File: src/rtl/post_neuron_pkg.sv
// Shared types and constants for the post-neuron read-modify-write controller.
package post_neuron_pkg;

    typedef enum logic [1:0] {
        StIdle,
        StRead,
        StWrite,
        StClear
    } state_e;

    // Default packed-word layout: membrane in the low half, spike count above it.
    localparam int unsigned MEM_LSB = 0;
    localparam int unsigned MEM_MSB = 15;
    localparam int unsigned CNT_LSB = 16;
    localparam int unsigned CNT_MSB = 31;

    function automatic int sat_max(input int unsigned w);
        return (32'sd1 <<< (w - 1)) - 32'sd1;
    endfunction

    function automatic int sat_min(input int unsigned w);
        return -(32'sd1 <<< (w - 1));
    endfunction

endpackage

File: src/rtl/post_neuron_update_alu.sv
// Combinational neuron update: optional leak, saturating integrate, threshold fire.
// Leak is compiled in only when POST_NEURON_LEAK_EN is defined.
module post_neuron_update_alu
    import post_neuron_pkg::*;
#(
    parameter int unsigned DATA_WIDTH = 32,
    parameter int unsigned MEM_W      = 16,
    parameter int unsigned CNT_W      = 16,
    parameter int unsigned WGT_W      = 16,
    parameter int unsigned LEAK_SHIFT = 4
) (
    input  logic [DATA_WIDTH-1:0] old_word,
    input  logic [WGT_W-1:0]      wgt,
    input  logic [MEM_W-1:0]      vth,
    output logic [DATA_WIDTH-1:0] new_word,
    output logic                  fire
);

    localparam logic signed [MEM_W:0] VMAX = (MEM_W + 1)'(sat_max(MEM_W));
    localparam logic signed [MEM_W:0] VMIN = (MEM_W + 1)'(sat_min(MEM_W));

    logic signed [MEM_W-1:0] v_old;
    logic signed [MEM_W-1:0] v_lk;
    logic signed [MEM_W-1:0] v_new;
    logic signed [MEM_W:0]   sum;
    logic [CNT_W-1:0]        cnt_old;
    logic [CNT_W-1:0]        cnt_new;

    always_comb begin
        v_old = $signed(old_word[MEM_W-1:0]);
`ifdef POST_NEURON_LEAK_EN
        v_lk = v_old - (v_old >>> LEAK_SHIFT);
`else
        v_lk = v_old;
`endif
        // One guard bit is enough: both operands fit in MEM_W signed bits.
        sum = {v_lk[MEM_W-1], v_lk} + (MEM_W + 1)'($signed(wgt));
        if (sum > VMAX) begin
            v_new = VMAX[MEM_W-1:0];
        end else if (sum < VMIN) begin
            v_new = VMIN[MEM_W-1:0];
        end else begin
            v_new = sum[MEM_W-1:0];
        end

        fire = (v_new >= $signed(vth));

        cnt_old = old_word[DATA_WIDTH-1:MEM_W];
        cnt_new = cnt_old;
        if (fire && !(&cnt_old)) begin
            cnt_new = cnt_old + CNT_W'(1);
        end

        if (fire) begin
            new_word = {cnt_new, {MEM_W{1'b0}}};
        end else begin
            new_word = {cnt_new, v_new};
        end
    end

endmodule

File: src/rtl/post_neuron_update_ctrl.sv
// Post-neuron SRAM read-modify-write controller with sequential clear sweep.
// Optional membrane leak in the ALU is enabled by POST_NEURON_LEAK_EN.
module post_neuron_update_ctrl
    import post_neuron_pkg::*;
#(
    parameter int unsigned ADDR_WIDTH = 8,
    parameter int unsigned DATA_WIDTH = 32,
    parameter int unsigned SRAM_DEPTH = 256,
    parameter int unsigned MEM_W      = MEM_MSB - MEM_LSB + 1,
    parameter int unsigned CNT_W      = CNT_MSB - CNT_LSB + 1,
    parameter int unsigned WGT_W      = 16,
    parameter int unsigned LEAK_SHIFT = 4
) (
    input  logic                  CK,
    input  logic                  RST,
    input  logic                  in_valid,
    output logic                  in_ready,
    input  logic [ADDR_WIDTH-1:0] in_idx,
    input  logic [WGT_W-1:0]      in_wgt,
    input  logic [MEM_W-1:0]      vth,
    input  logic                  clr_start,
    output logic                  clr_done,
    output logic                  busy,
    output logic                  spike_valid,
    output logic [ADDR_WIDTH-1:0] spike_idx,
    output logic                  sram_cs,
    output logic                  sram_we,
    output logic [ADDR_WIDTH-1:0] sram_a,
    output logic [DATA_WIDTH-1:0] sram_d,
    input  logic [DATA_WIDTH-1:0] sram_q
);

    localparam logic [ADDR_WIDTH-1:0] CLR_LAST = ADDR_WIDTH'(SRAM_DEPTH - 1);

    state_e                state_q, state_d;
    logic                  cs_q, cs_d;
    logic                  we_q, we_d;
    logic [ADDR_WIDTH-1:0] a_q, a_d;
    logic [DATA_WIDTH-1:0] d_q, d_d;
    logic [WGT_W-1:0]      wgt_q, wgt_d;
    logic                  spike_valid_q, spike_valid_d;
    logic [ADDR_WIDTH-1:0] spike_idx_q, spike_idx_d;
    logic                  clr_done_q, clr_done_d;
    logic                  busy_q;

    logic [DATA_WIDTH-1:0] alu_word;
    logic                  alu_fire;

    post_neuron_update_alu #(
        .DATA_WIDTH(DATA_WIDTH),
        .MEM_W     (MEM_W),
        .CNT_W     (CNT_W),
        .WGT_W     (WGT_W),
        .LEAK_SHIFT(LEAK_SHIFT)
    ) u_alu (
        .old_word(sram_q),
        .wgt     (wgt_q),
        .vth     (vth),
        .new_word(alu_word),
        .fire    (alu_fire)
    );

    always_comb begin
        state_d       = state_q;
        cs_d          = 1'b0;
        we_d          = 1'b0;
        a_d           = a_q;
        d_d           = d_q;
        wgt_d         = wgt_q;
        spike_valid_d = 1'b0;
        spike_idx_d   = spike_idx_q;
        clr_done_d    = 1'b0;
        unique case (state_q)
            StIdle: begin
                if (clr_start) begin
                    state_d = StClear;
                    cs_d    = 1'b1;
                    we_d    = 1'b1;
                    a_d     = '0;
                    d_d     = '0;
                end else if (in_valid) begin
                    state_d = StRead;
                    cs_d    = 1'b1;
                    a_d     = in_idx;
                    wgt_d   = in_wgt;
                end
            end
            StRead: begin
                state_d = StWrite;
                cs_d    = 1'b1;
                we_d    = 1'b1;
            end
            StWrite: begin
                state_d       = StIdle;
                d_d           = alu_word;
                spike_valid_d = alu_fire;
                if (alu_fire) begin
                    spike_idx_d = a_q;
                end
            end
            StClear: begin
                if (a_q == CLR_LAST) begin
                    state_d    = StIdle;
                    clr_done_d = 1'b1;
                end else begin
                    cs_d = 1'b1;
                    we_d = 1'b1;
                    a_d  = a_q + ADDR_WIDTH'(1);
                end
            end
            default: state_d = StIdle;
        endcase
    end

    always_ff @(posedge CK) begin
        if (RST) begin
            state_q       <= StIdle;
            cs_q          <= 1'b0;
            we_q          <= 1'b0;
            a_q           <= '0;
            d_q           <= '0;
            wgt_q         <= '0;
            spike_valid_q <= 1'b0;
            spike_idx_q   <= '0;
            clr_done_q    <= 1'b0;
            busy_q        <= 1'b0;
        end else begin
            state_q       <= state_d;
            cs_q          <= cs_d;
            we_q          <= we_d;
            a_q           <= a_d;
            d_q           <= d_d;
            wgt_q         <= wgt_d;
            spike_valid_q <= spike_valid_d;
            spike_idx_q   <= spike_idx_d;
            clr_done_q    <= clr_done_d;
            busy_q        <= (state_d != StIdle);
        end
    end

    assign in_ready    = (state_q == StIdle) & ~clr_start;
    assign busy        = busy_q;
    assign clr_done    = clr_done_q;
    assign spike_valid = spike_valid_q;
    assign spike_idx   = spike_idx_q;
    assign sram_a      = a_q;
    // A reset cycle must never let an in-flight write reach the array.
    assign sram_cs     = cs_q & ~RST;
    assign sram_we     = we_q & ~RST;
    // Read data arrives in WRITE, so the new word goes out the same cycle.
    assign sram_d      = (state_q == StWrite) ? alu_word : d_q;

endmodule

File: config.mk
export PLATFORM = sky130hd
export DESIGN_NAME = post_neuron_update_ctrl
export DESIGN_NICKNAME = d
export VERILOG_FILES = /design/src/rtl/post_neuron_pkg.sv /design/src/rtl/post_neuron_update_alu.sv /design/src/rtl/post_neuron_update_ctrl.sv
export SDC_FILE = /design/constraint.sdc
export NUM_CORES = 1
export LEC_CHECK = 0
export CORE_AREA = 2 2 103 105
export CTS_CLUSTER_DIAMETER = 40
export DETAILED_ROUTE_END_ITERATION = 10
export DIE_AREA = 0 0 105 107
export HOLD_SLACK_MARGIN = 0.08
export PLACE_DENSITY = 0.8
export SLEW_MARGIN = 25
export SYNTH_ARGS = -nofsm -noshare
export SYNTH_HDL_FRONTEND = slang
export SYNTH_SLANG_ARGS = --single-unit
File: constraint.sdc
create_clock -name CK -period 6.34 [get_ports CK]
set_input_delay 0.634 -clock CK [delete_from_list [all_inputs] [get_ports CK]]
set_output_delay 0.634 -clock CK [all_outputs]
set_load 0.03 [all_outputs]
Fig. 1: run 1, metal 3
Drawn at 4 px/um.
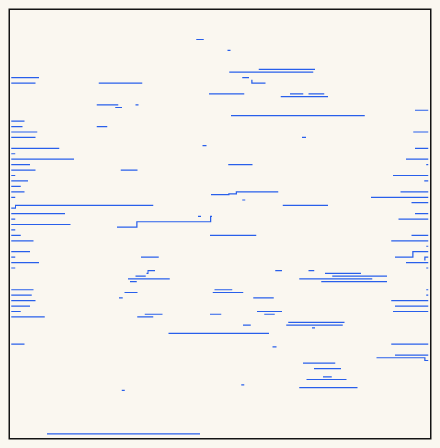
- longest straight run: 38.0 um
- nets with wire on the layer: 102
- wire length on this layer: 790 um
- share of all routed wire: 5.7%

Fig. 2: run 1, register map, names as in the netlist
Drawn at 6 px/um.
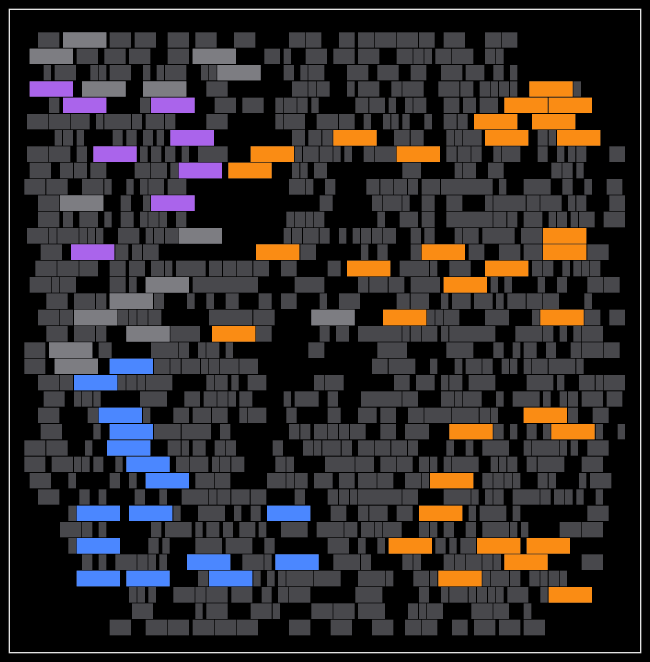
- d_q: orange (placed flops 32)
- sram_a: purple (placed flops 8; where top left)
- wgt_q: blue (placed flops 16; where bottom left)
post-layout util: 63.9%
Flop area: 1420 sq um
Seq/total area: 22.0%

==> job_summary.md, run 1 <==
## Implementation flow summary

| Metric | Value |
|---|---|
| Status | `finished clean` |
| Endpoints failing hold | `0` |
| Most common reg cell | `dfxtp_1` |
| Placed Area | `around 6200 sq um` |
| Clock skew | `~0.012 ns` |
| Drt first-iter violations | `214` |
| Mapped Area | `4920 sq um` |
| Max-slew violation count | `0` |
| CP Capture Type | `output port` |
| WL/cell | `15.1 um` |
| Initial antenna violation count | `0` |
| Most frequent cells after synthesis | `117 x nand2_1, 71 x dfxtp_1, 47 x nor2_1` |
| First-pass GRT wire length | `between 20000 and 25000 um` |
| H-tree level count | `3` |
| Flops out of synthesis | `roughly 70` |
| GR met2 Demand/Resource | `about 43%` |
| Hold_buf cts | `0` |
| IO Port Bufs | `about 130` |
| Most flop-heavy register | `d_q` |
| Dominant logic cell type in the layout | `nand2_1` |
| Pwr/cell area | `215 nW/um^2` |
| Final WS setup | `0.315 ns` |
| Critical Path Fanout Max | `16` |
| Met3 GRT Util | `approximately 4.5%` |
| Post-synthesis chip area from yosys | `roughly 4900 sq um` |
| Seq_cells | `approximately 71` |
| WP data arrival | `roughly 5.4 ns` |
| Fillcell total | `967` |
| WS Path Type | `in -> out` |
| Crit path time final | `6.03 ns` |
| Well Taps | `about 140` |
| Die area | `11200 sq um` |
| DR top layer | `met4` |
| Total gr overflow | `0` |
| Crit path from | `sram_q[10]` |
| Layout Cells excl Fill | `920` |
| R2r setup slk | `1.65 ns` |
| P_sw | `between 0.0005 and 0.0006 W` |
| Area grow syn2layout | `31.1%` |
| Max FFs per register | `32` |
| Fa+ha+maj area frac | `a little under a tenth` |
| Asr flop ratio synth | `0%` |
| Pin count of the biggest net entering global routing | `between 40 and 50` |
| CP Buf/Inv Count | `4` |
| Worst-margin pin slew | `0.688 ns` |
| Ranking of synthesized cells by area | `dfxtp_1 29%, nand2_1 8.9%, ha_1 8.7%, a21oi_1 4.6%, nor2_1 3.6%` |
| Int Pwr | `approximately 0.00088 W` |
| F_max | `between 150 and 200 MHz` |
| Mux frac, synth | `under 10%` |
| # diodes | `0` |
| TritonCTS clock tree | `yes` |
| Final setup violation count | `0` |
| Non-clk invs | `between 40 and 50` |
| Top delay family on crit path | `AND-OR/OR-AND gates` |
| Detail Placement HPWL | `10600 um` |
| Floorplan Nets | `~770` |
| Count leader, synth | `nand2_1` |
| Highest-power group | `combinational logic` |
| Basic Gates by Area | `25.1%` |
| Layout clock area frac | `under 10%` |
| Number of vias per cell | `5.48` |
| Number of global-route vias before repair | `roughly 5000` |
| Unique masters post-synth | `about 60` |
| Final #Nets | `890` |
| CP max-delay cell | `a2111o_1` |
| Ao+oa area frac | `a little under a quarter` |
| Clock net power | `~0.00036 W` |
| Met1 wire length | `roughly 6200 um` |
| Syn_area_per_cell | `about 7.4 sq um` |
| Switching share of power | `36.7%` |
| Most Crowded Layer GR | `met2` |
| CLK BUF | `10` |
| Worst path max stage delay | `approximately 0.44 ns` |
| Clk ins delay skew pair | `approximately 0.35 ns` |
| Multi-input gates | `between 500 and 600` |
Fig. 3: run 1, cells colored by class
Drawn at 2 px/um.
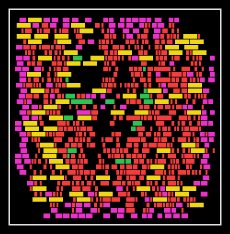
- flops: yellow (cells 71; share of their area 23%)
- other buffers and delay cells: magenta (cells 140; share of their area 21%)
- combinational and other logic: red (cells 557; share of their area 54%)
- clock drivers and dummy loads: green (cells 16; share of their area 3.0%)
design area: 6450 sq um
Core Area: 10100 sq um
standard-cell row count: 37

Fig. 4: run 1, cell placement
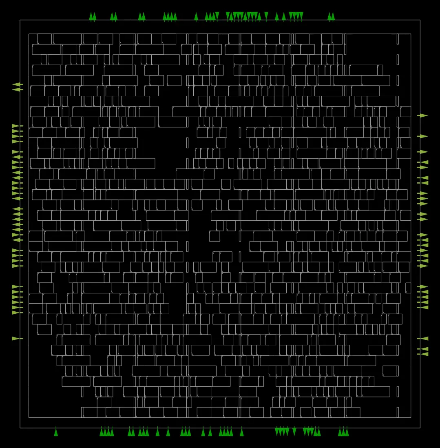

==> run 1 -> run 2 <==
Settings changed: CORE_AREA 2 2 103 105 to 2 2 100 102, DIE_AREA 0 0 105 107 to 0 0 102 104, PLACE_DENSITY 0.8 to 0.84.
Clock period 6.34 ns to 7.8 ns, I/O delays scaled along.
Fig. 5: run 2, cell placement
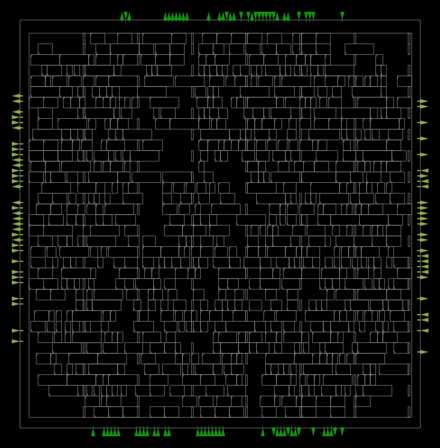
Well Taps: 133
post-layout util: 67.3%
Core Area: 9550 sq um

==> job_summary.md, run 2 <==
## Implementation flow summary

| Metric | Value |
|---|---|
| Status | `finished clean` |
| Placed Area | `6250 sq um` |
| WP data arrival | `6.46 ns` |
| Multi-input gates | `a little over 500` |
| Final setup violation count | `0` |
| Top delay family on crit path | `AND-OR/OR-AND gates` |
| WL/cell | `approximately 15 um` |
| Flops out of synthesis | `between 70 and 80` |
| Switching share of power | `between 30% and 40%` |
| CP Buf/Inv Count | `3` |
| CP max-delay cell | `nor4_4` |
| Fa+ha+maj area frac | `a little under a tenth` |
| Standard-cell row count | `36` |
| R2r setup slk | `2.78 ns` |
| Layout Cells excl Fill | `911` |
| IO Port Bufs | `around 130` |
| Unique masters post-synth | `approximately 60` |
| # diodes | `0` |
| Ao+oa area frac | `23.3%` |
| Final WS setup | `~0.56 ns` |
| Mapped Area | `between 4000 and 5000 sq um` |
| Met1 wire length | `6040 um` |
| Syn_area_per_cell | `roughly 7.4 sq um` |
| P_sw | `0.000415 W` |
| Most flop-heavy register | `d_q` |
| Most Crowded Layer GR | `met2` |
| Clock skew | `around 0.0091 ns` |
| Area grow syn2layout | `30.7%` |
| Worst path max stage delay | `between 0.7 and 0.8 ns` |
| WS Path Type | `in -> out` |
| Mux frac, synth | `under 10%` |
| Count leader, synth | `nand2_1` |
| F_max | `138 MHz` |
| Pin count of the biggest net entering global routing | `~46` |
| Ranking of synthesized cells by area | `dfxtp_1 29%, nand2_1 8.9%, ha_1 8.7%, a21oi_1 4.6%, nor2_1 3.6%` |
| Layout clock area frac | `~2.7%` |
| CP Capture Type | `output port` |
| Seq/total area | `roughly 22%` |
| Number of vias per cell | `~5.6` |
| Crit path time final | `7.24 ns` |
| Crit path from | `sram_q[1]` |
| Final #Nets | `roughly 900` |
| Seq_cells | `71` |
| Initial antenna violation count | `0` |
| Worst-margin pin slew | `between 0.8 and 0.9 ns` |
| Endpoints failing hold | `0` |
| Most frequent cells after synthesis | `117 x nand2_1, 71 x dfxtp_1, 47 x nor2_1` |
| Max FFs per register | `32` |
| Max-slew violation count | `0` |
| Clock net power | `between 0.0002 and 0.0003 W` |
| Asr flop ratio synth | `0%` |
| Design area | `~6400 sq um` |
| Post-synthesis chip area from yosys | `slightly below 5000 sq um` |
| Number of global-route vias before repair | `between 4000 and 5000` |
| TritonCTS clock tree | `yes` |
| Hold_buf cts | `0` |
| Clk ins delay skew pair | `approximately 0.36 ns` |
Fig. 6: run 2, cells colored by class
Drawn at 3 px/um.
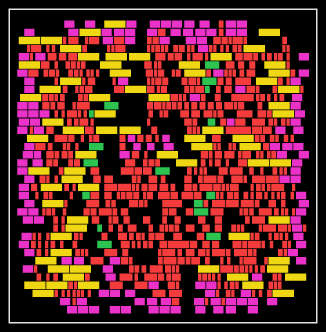
- clock drivers and dummy loads: green (cells 16; share of their area 2.7%)
- other buffers and delay cells: magenta (cells 135; share of their area 21%)
- flops: yellow (cells 71; share of their area 23%)
- combinational and other logic: red (cells 556; share of their area 53%)

Fig. 7: run 2, signal wires by layer
Drawn at 4 px/um. Two of the layers only.
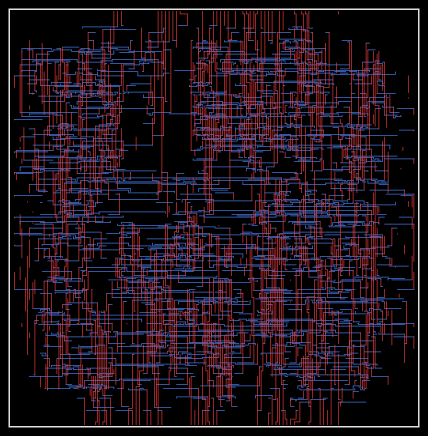

==> run 2 -> run 3 <==
Settings changed: ABC_CLOCK_PERIOD_IN_PS set to 7800, CELL_PAD_IN_SITES_DETAIL_PLACEMENT set to 1, CELL_PAD_IN_SITES_GLOBAL_PLACEMENT set to 2, CORE_AREA 2 2 100 102 to 2 2 134 136, CTS_CLUSTER_DIAMETER 40 to unset, DIE_AREA 0 0 102 104 to 0 0 136 138.
Fig. 8: run 3, signal wires by layer
Drawn at 3 px/um. Two of the layers only.
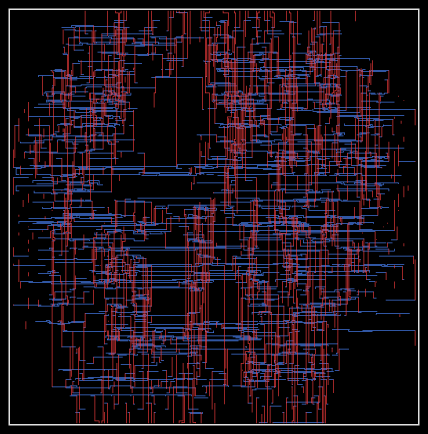
- metal 1: blue (wire length 7750 um)
- metal 2: red (wire length 7940 um)

==> job_summary.md, run 3 <==
## Implementation flow summary

| Metric | Value |
|---|---|
| Status | `finished clean` |
| Detail Placement HPWL | `between 10000 and 15000 um` |
| Total gr overflow | `0` |
| Placed Area | `between 6000 and 7000 sq um` |
| WL/cell | `16.4 um` |
| Design area | `between 6000 and 7000 sq um` |
| DR top layer | `met4` |
| Mux frac, synth | `around 2.6%` |
| Highest-power group | `the clock network` |
| Most frequent cells after synthesis | `117 x nand2_1, 71 x dfxtp_1, 47 x nor2_1` |
| Area grow syn2layout | `36.8%` |
| Pin count of the biggest net entering global routing | `46` |
| Most Crowded Layer GR | `met2` |
| Layout clock area frac | `5.13%` |
| Die height | `around 140 um` |
| Asr flop ratio synth | `0%` |
| Post-layout util | `38.4%` |
| WP data arrival | `~6.6 ns` |
| Initial antenna violation count | `0` |
| Number of vias per cell | `5.01` |
| Ranking of synthesized cells by area | `dfxtp_1 29%, nand2_1 8.9%, ha_1 8.7%, a21oi_1 4.6%, nor2_1 3.6%` |
| Dominant logic cell type in the layout | `clkdlybuf4s50_1` |
| Fillcell total | `2168` |
| Non-clk invs | `roughly 45` |
| Well Taps | `~230` |
| Seq/total area | `around a fifth` |
| IO Port Bufs | `between 100 and 150` |
| Final #Nets | `around 900` |
| VDD IR-drop max | `~0.096 mV` |
| H-tree level count | `3` |
| Pwr/cell area | `between 150 and 200 nW/um^2` |
| CP Buf/Inv Count | `5` |
| Post-synthesis chip area from yosys | `4920 sq um` |
| F_max | `around 140 MHz` |
| Pleak | `2.64 nW` |
| P_sw | `0.000449 W` |
| Multi-input gates | `~500` |
| Gpl congestion | `around 0.82` |
| Fa+ha+maj area frac | `9.06%` |
| Floorplan Nets | `between 700 and 800` |
| Flops out of synthesis | `about 71` |
| Mapped Area | `4920 sq um` |
| Ao+oa area frac | `between 20% and 30%` |
| Switching share of power | `between 30% and 40%` |
| Syn_area_per_cell | `7.43 sq um` |
| Log Warnings | `26` |
| Regs by FF count | `d_q (32), wgt_q (16)` |
| Most flop-heavy register | `d_q` |
| Met1 wire length | `just under 8000 um` |
| WL final | `about 17000 um` |
| Crit path from | `sram_q[0]` |
| Number of global-route vias before repair | `between 5000 and 6000` |
| Hold_buf cts | `0` |
| Standard-cell row count | `between 40 and 50` |
| Clock net power | `about 0.0005 W` |
| First-pass GRT wire length | `between 20000 and 30000 um` |
| Count leader, synth | `nand2_1` |
| Worst path max stage delay | `roughly 0.70 ns` |
| Endpoints failing hold | `0` |
| # diodes | `0` |
| Layout Cells excl Fill | `~1000` |
| GR met2 Demand/Resource | `approximately 31%` |
| CLK BUF | `9` |
| Worst slew margin relative to its limit | `between 50% and 60%` |
| Worst-margin pin slew | `approximately 0.74 ns` |
| Critical Path Fanout Max | `15` |
| Die area | `~19000 sq um` |
| Final WS setup | `approximately 0.46 ns` |
| Drt first-iter violations | `about 250` |
| Unique masters post-synth | `about 60` |
| Met3 GRT Util | `2.79%` |
| Final setup violation count | `0` |
| Clock skew | `between 0.006 and 0.007 ns` |
| Max FFs per register | `32` |
| CP Capture Type | `output port` |
| Basic Gates by Area | `around 25%` |
| Seq_cells | `slightly above 70` |
| Crit path time final | `between 7 and 8 ns` |
| P_comb | `between 0.0004 and 0.0005 W` |
| Max-slew violation count | `0` |
| R2r setup slk | `around 2.8 ns` |
Fig. 9: run 3, cells colored by class
Drawn at 2 px/um.
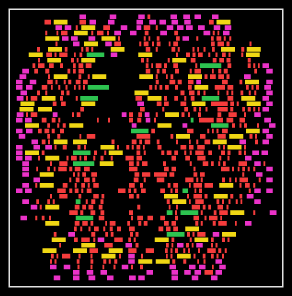
- combinational and other logic: red (cells 556; share of their area 52%)
- other buffers and delay cells: magenta (cells 137; share of their area 21%)
- clock drivers and dummy loads: green (cells 16; share of their area 5.4%)
- flops: yellow (cells 71; share of their area 22%)

No activity file was given, so power comes from the tool's default toggle rates.
